$ cat src/rtl/ml_ahb_response_mux_master_0_if.sv
// Master-0 data-phase bus bundle: decoder select, slave responses and the muxed response to master 0.
// Error-capture signals exist only when ML_AHB_ERR_CAPTURE_EN is defined.
interface ml_ahb_response_mux_master_0_if #(
    parameter int NUM_SLAVES = 2,
    parameter int DATA_WIDTH = 32
);
    logic [NUM_SLAVES-1:0]            hsel;
    logic                             hsel_default;
    logic [1:0]                       htrans;
    logic [31:0]                      haddr;
    logic [NUM_SLAVES*DATA_WIDTH-1:0] hrdata_s;
    logic [NUM_SLAVES-1:0]            hreadyout_s;
    logic [NUM_SLAVES-1:0]            hresp_s;
    logic [DATA_WIDTH-1:0]            hrdata;
    logic                             hready;
    logic                             hresp;
`ifdef ML_AHB_ERR_CAPTURE_EN
    logic [31:0]                      err_addr;
    logic                             err_valid;
    logic                             err_clr;

    modport slave (
        input  hsel, hsel_default, htrans, haddr, hrdata_s, hreadyout_s, hresp_s, err_clr,
        output hrdata, hready, hresp, err_addr, err_valid
    );
    modport master (
        output hsel, hsel_default, htrans, haddr, hrdata_s, hreadyout_s, hresp_s, err_clr,
        input  hrdata, hready, hresp, err_addr, err_valid
    );
`else
    modport slave (
        input  hsel, hsel_default, htrans, haddr, hrdata_s, hreadyout_s, hresp_s,
        output hrdata, hready, hresp
    );
    modport master (
        output hsel, hsel_default, htrans, haddr, hrdata_s, hreadyout_s, hresp_s,
        input  hrdata, hready, hresp
    );
`endif
endinterface

$ cat src/rtl/ml_ahb_response_mux_master_0.sv
// Master-0 AHB response mux with built-in two-cycle ERROR default slave.
// Optional first-error address capture is enabled by defining ML_AHB_ERR_CAPTURE_EN.
module ml_ahb_response_mux_master_0 #(
    parameter int NUM_SLAVES = 2,
    parameter int DATA_WIDTH = 32
) (
    input logic                          hclk,
    input logic                          hresetn,
    ml_ahb_response_mux_master_0_if.slave bus
);

    typedef enum logic [1:0] {
        DS_IDLE = 2'b00,
        DS_ERR1 = 2'b01,
        DS_ERR2 = 2'b10
    } ds_state_e;

    ds_state_e              ds_state_r;
    ds_state_e              ds_state_s;
    logic [NUM_SLAVES-1:0]  dsel_r;
    logic                   dsel_def_r;
    logic                   accept_s;
    logic                   def_req_s;
    logic [DATA_WIDTH-1:0]  hrdata_mux_s;
    logic                   hready_mux_s;
    logic                   hresp_mux_s;

    function automatic logic [NUM_SLAVES-1:0] lowest_onehot(input logic [NUM_SLAVES-1:0] vec);
        logic [NUM_SLAVES-1:0] res;
        logic                  found;
        res   = {NUM_SLAVES{1'b0}};
        found = 1'b0;
        for (int i = 0; i < NUM_SLAVES; i++) begin
            if (vec[i] && !found) begin
                res[i] = 1'b1;
                found  = 1'b1;
            end else begin
                res[i] = 1'b0;
            end
        end
        return res;
    endfunction

    // The muxed hready is also the slaves' HREADY, so it alone defines address-phase acceptance.
    assign accept_s  = hready_mux_s;
    assign def_req_s = bus.hsel_default & bus.htrans[1];

    // Data-phase select register, loaded only when the address phase is accepted.
    always_ff @(posedge hclk) begin
        if (!hresetn) begin
            dsel_r     <= {NUM_SLAVES{1'b0}};
            dsel_def_r <= 1'b0;
        end else if (accept_s) begin
            dsel_r     <= lowest_onehot(bus.hsel);
            dsel_def_r <= def_req_s;
        end else begin
            dsel_r     <= dsel_r;
            dsel_def_r <= dsel_def_r;
        end
    end

    // Default-slave state register.
    always_ff @(posedge hclk) begin
        if (!hresetn) begin
            ds_state_r <= DS_IDLE;
        end else begin
            ds_state_r <= ds_state_s;
        end
    end

    // Default-slave next state; ERR2 can chain straight into a new ERR1.
    always_comb begin
        ds_state_s = ds_state_r;
        case (ds_state_r)
            DS_IDLE: begin
                if (accept_s && def_req_s) begin
                    ds_state_s = DS_ERR1;
                end else begin
                    ds_state_s = DS_IDLE;
                end
            end
            DS_ERR1: ds_state_s = DS_ERR2;
            DS_ERR2: begin
                if (accept_s && def_req_s) begin
                    ds_state_s = DS_ERR1;
                end else begin
                    ds_state_s = DS_IDLE;
                end
            end
            default: ds_state_s = DS_IDLE;
        endcase
    end

    // Combinational return mux: default slave, one-hot real slave, or zero-wait OKAY.
    always_comb begin
        hrdata_mux_s = {DATA_WIDTH{1'b0}};
        hready_mux_s = 1'b1;
        hresp_mux_s  = 1'b0;
        if (dsel_def_r) begin
            case (ds_state_r)
                DS_ERR1: begin
                    hready_mux_s = 1'b0;
                    hresp_mux_s  = 1'b1;
                end
                DS_ERR2: begin
                    hready_mux_s = 1'b1;
                    hresp_mux_s  = 1'b1;
                end
                default: begin
                    hready_mux_s = 1'b1;
                    hresp_mux_s  = 1'b0;
                end
            endcase
        end else if (|dsel_r) begin
            hready_mux_s = |(dsel_r & bus.hreadyout_s);
            hresp_mux_s  = |(dsel_r & bus.hresp_s);
            for (int i = 0; i < NUM_SLAVES; i++) begin
                hrdata_mux_s = hrdata_mux_s
                             | ({DATA_WIDTH{dsel_r[i]}} & bus.hrdata_s[i*DATA_WIDTH +: DATA_WIDTH]);
            end
        end else begin
            hready_mux_s = 1'b1;
            hresp_mux_s  = 1'b0;
        end
    end

    assign bus.hrdata = hrdata_mux_s;
    assign bus.hready = hready_mux_s;
    assign bus.hresp  = hresp_mux_s;

`ifdef ML_AHB_ERR_CAPTURE_EN
    logic [31:0] err_addr_r;
    logic        err_valid_r;

    // First-error capture; a new capture takes priority over a simultaneous clear.
    always_ff @(posedge hclk) begin
        if (!hresetn) begin
            err_addr_r  <= 32'h0000_0000;
            err_valid_r <= 1'b0;
        end else if (accept_s && def_req_s && (!err_valid_r || bus.err_clr)) begin
            err_addr_r  <= bus.haddr;
            err_valid_r <= 1'b1;
        end else if (bus.err_clr) begin
            err_addr_r  <= err_addr_r;
            err_valid_r <= 1'b0;
        end else begin
            err_addr_r  <= err_addr_r;
            err_valid_r <= err_valid_r;
        end
    end

    assign bus.err_addr  = err_addr_r;
    assign bus.err_valid = err_valid_r;
`else
    logic unused_haddr_s;
    assign unused_haddr_s = ^bus.haddr;
`endif

endmodule
$ cat src/flat_wrapper.sv
// flat-port wrapper written by rule: the top's interface ports become plain ports
module ml_ahb_response_mux_master_0_flat 
#(
    parameter int NUM_SLAVES = 2,
    parameter int DATA_WIDTH = 32
)
  (hclk, hresetn, bus_hsel, bus_hsel_default, bus_htrans, bus_haddr, bus_hrdata_s, bus_hreadyout_s, bus_hresp_s, bus_hrdata, bus_hready, bus_hresp);
  ml_ahb_response_mux_master_0_if #(.NUM_SLAVES(NUM_SLAVES), .DATA_WIDTH(DATA_WIDTH)) bus_i ();
  input logic hclk;
  input logic hresetn;
  input wire logic [$bits(bus_i.hsel)-1:0] bus_hsel;
  input wire logic [$bits(bus_i.hsel_default)-1:0] bus_hsel_default;
  input wire logic [$bits(bus_i.htrans)-1:0] bus_htrans;
  input wire logic [$bits(bus_i.haddr)-1:0] bus_haddr;
  input wire logic [$bits(bus_i.hrdata_s)-1:0] bus_hrdata_s;
  input wire logic [$bits(bus_i.hreadyout_s)-1:0] bus_hreadyout_s;
  input wire logic [$bits(bus_i.hresp_s)-1:0] bus_hresp_s;
  output wire logic [$bits(bus_i.hrdata)-1:0] bus_hrdata;
  output wire logic [$bits(bus_i.hready)-1:0] bus_hready;
  output wire logic [$bits(bus_i.hresp)-1:0] bus_hresp;
  assign bus_i.hsel = bus_hsel;
  assign bus_i.hsel_default = bus_hsel_default;
  assign bus_i.htrans = bus_htrans;
  assign bus_i.haddr = bus_haddr;
  assign bus_i.hrdata_s = bus_hrdata_s;
  assign bus_i.hreadyout_s = bus_hreadyout_s;
  assign bus_i.hresp_s = bus_hresp_s;
  assign bus_hrdata = bus_i.hrdata;
  assign bus_hready = bus_i.hready;
  assign bus_hresp = bus_i.hresp;
  ml_ahb_response_mux_master_0 #(.NUM_SLAVES(NUM_SLAVES), .DATA_WIDTH(DATA_WIDTH)) u_core (.hclk(hclk), .hresetn(hresetn), .bus(bus_i));
endmodule
$ cat config.mk
export PLATFORM = sky130hd
export DESIGN_NAME = ml_ahb_response_mux_master_0_flat
export DESIGN_NICKNAME = d
export VERILOG_FILES = /design/src/rtl/ml_ahb_response_mux_master_0_if.sv /design/src/rtl/ml_ahb_response_mux_master_0.sv /design/src/flat_wrapper.sv
export SDC_FILE = /design/constraint.sdc
export NUM_CORES = 1
export LEC_CHECK = 0
export CORE_AREA = 2 2 55 57
export CTS_CLUSTER_SIZE = 14
export DETAILED_ROUTE_END_ITERATION = 7
export DIE_AREA = 0 0 57 59
export DONT_BUFFER_PORTS = 1
export RECOVER_POWER = 100
export SYNTH_ARGS = -nofsm -noshare
export SYNTH_HDL_FRONTEND = slang
export SYNTH_SLANG_ARGS = --single-unit
$ cat constraint.sdc
create_clock -name hclk -period 1.8 [get_ports hclk]
set_input_delay 0.18 -clock hclk [delete_from_list [all_inputs] [get_ports hclk]]
set_output_delay 0.18 -clock hclk [all_outputs]
set_load 0.02 [all_outputs]
Metal 3:
Scale: 4 px per um.
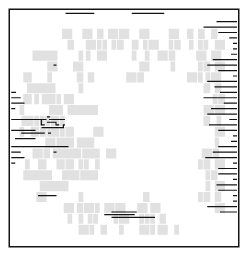
The layer carries 254 um of wire. The longest straight run is 14.0 um. 55 nets have wire on it. The layer holds 9.4% of the routed length. The wires run mostly horizontal.

Clock network drawn from the DEF:
Scale: 6 px per um.
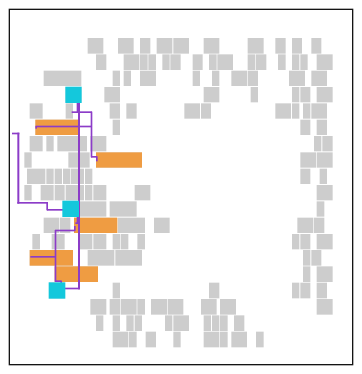
Purple marks clock wires, length 105 um. Orange marks flip-flops, count 5. Cyan marks clock drivers, count 3.
There are 4 routed clock nets.

==> worst max-delay path: stages, from the launching register on <==
cell	delay [ps]
dfxtp_1	390
buf_4	350
a22oi_1	140
o21ai_0	180
clkbuf_2	200
==> kinds of logic after synthesis <==
group / after synthesis / share of synthesized area
simple gates: 50 / 0.282
fa+ha+maj: 5 / 0.0812
buf+inv: 15 / 0.0844
compound gates: 43 / 0.422
flops: 5 / 0.130
==> where the power goes <==
group          internal, uW  switching, uW
sequential              119           16.7
clock                  84.1           50.5
combinational           126            223
total                   329            290
==> cell type report <==
type                       instances  share of cell area
multi-input combinational         98               0.620
inverter                           3              0.0117
tap                               31              0.0402
clock buffer                       4              0.0272
sequential                         5               0.105
timing repair buffer              36               0.196
==> metrics by stage <==
step | util | cells | hold WS, ps | area (sq um)
2_1_floorplan | - | 118 | 298 | 771
3_3_place_gp | 0.379 | 173 | 303 | 1030
3_5_place_dp | 0.379 | 173 | 308 | 1030
4_1_cts | 0.388 | 177 | 48.9 | 1050
5_1_grt | 0.356 | 177 | 55.6 | 966
6_report | 0.356 | 177 | 52.0 | 966
==> per-layer routing <==
layer,GRT usage,share of wire,routed length (um),up-vias
met5,0,0,0,-
met3,0.0197,0.094,254,7
met4,0.0764,0.018,48,0
met1,0.150,0.35,936,449
li1,-,-,-,484
met2,0.269,0.54,1460,73
==> sequential cells by signal, summed over array words and instances (netlist names) <==
name               cells
u_core.ds_state_r      2
u_core.dsel_def_r      1
u_core.dsel_r          2
==> path summary, 6_finish.rpt <==
path	start	slack, ps	end	cells past startpoint
max reg2reg	u_core.ds_state_r[1]	340	u_core.ds_state_r[0]	5
min	hresetn	50	u_core.dsel_def_r	1
max	u_core.dsel_r[0]	110	bus_hresp	4
min reg2reg	u_core.dsel_r[0]	530	u_core.dsel_r[0]	2
==> cells in the final DEF (no fill, tap or decap), drive strengths merged <==
cell type / count
ha: 5
nor4bb: 1
a21oi: 2
o22ai: 2
a32oi: 1
dfxtp: 5
nand2: 8
buf: 18
a31o: 1
or2: 1
and2: 2
o211a: 1
a31oi: 1
nand2b: 1
nor4: 1
inv: 3
nor2b: 1
nor2: 35
clkbuf: 22
o21a: 1
o21ai: 1
a22oi: 33
==> timing repair <==
| action | CTS | global route |
|---|---|---|
| setup buffers | 0 | 0 |
| hold endpoints to repair | 0 | 0 |
| hold buffers | 0 | 0 |
| resized | 0 | 1 |
| setup endpoints to repair | 0 | 25 |
==> results.toml <==
# physical design summary
[status]
status = "complete, no violations"

[run]
max_cap_violations = 0
warnings = 63

[yosys]
yosys-top-cells-count = "nor2_1 (35), a22oi_1 (33), nand2_1 (8)"
flop_cell = "dfxtp_1"
syn_area_sq_um = 771
synthTopCellsByArea = "a22oi_1 (32%), nor2_1 (17%), dfxtp_1 (13%)"
yosys_warnings = 0
ys_seq_share = 0.130
ys_ff = 5
synthCells = 118
synthMostInstantiatedCell = "nor2_1"
synthArstFlopShare = 0
ys_cells = 118
top_area_frac = 0.321
synthesis.nets = 230
top_area_cell = "a22oi_1"
edf_count = 0
synthDistinctLibCells = 24
synth_area_per_cell_sq_um = 6.53
yosys_area_sq_um = 771

[die]
fp-utilization = 0.284
die_x_um = 57
die_height_um = 59
chip_area_sq_um = 3360
num_rows = 19
ioPinCount = 141
core_sq_um = 2710

[final_layout]
antenna_cells = 0
design.final.nets = 259
n_fill_cell = 321
area_delta_synth_final_pct = 25.3
drive_gt1_frac = 0.253
seq_area_sq_um = 101
logic_area_sq_um = 599

[cts]
cts_buffer_depth = 2
htreeDepth = 1
cts-buffers-inserted = 3
cts_sinks = 5
cts.clk_slew.worst_paths_ps = 40
clock_latency_ps = 250
root_buffer = "clkbuf_4"
cts_tree = "done"

[drt]
ant_nets = 0
drc = 0
avgRoutedWirePerCell_um = 15.2
wirelength_mm = 2.70
dr.pass1.iters = 4
dr_total_vias = 1013
drt_iter0_drc = 74
via_per_inst = 5.72

[grt]
grt_pass1_vias = 887
grt_max_degree = 34
antenna_found_initial = 0
grt-ovfl-total = 0
grtUsageTotal = 0.142
grt_first_pass_wirelength_mm = 3.80

[place]
hpwl_mm = 2.13
place_ws_ps = 302
portBuffers = 0
routabilityCongestion = 0.786

[worst_setup_path]
startpoint_type = "flop"
crit_fanout = 33
crit_required_ps = 1620
endpoint_kind = "output port"
crit_arrival_ps = 1510
crit_type = "flop to output port"

[final_timing]
hold_viol_final = 0
post-route-period-util = 0.937
setup_ws_ps = 114
finalSetupViolCount = 0
slew_viol_final = 0
min_period_ps = 1690
worst_pin_slew_ps = 500
finClkSkew_ps = 1.75
fin_tns_setup_ps = 0
rsz0062_at_grt = "no"
slew_headroom = 0.666
fmax_ghz = 0.593

[min_path]
min_path_type = "primary input to flop"

[pwr]
power_uw = 619
p_leak_uw = 0.000464
peakVddDrop_mv = 0.321
power.density_nw_per_um2 = 641
Power figures rest on the tool's default switching activity, not on a simulated workload.
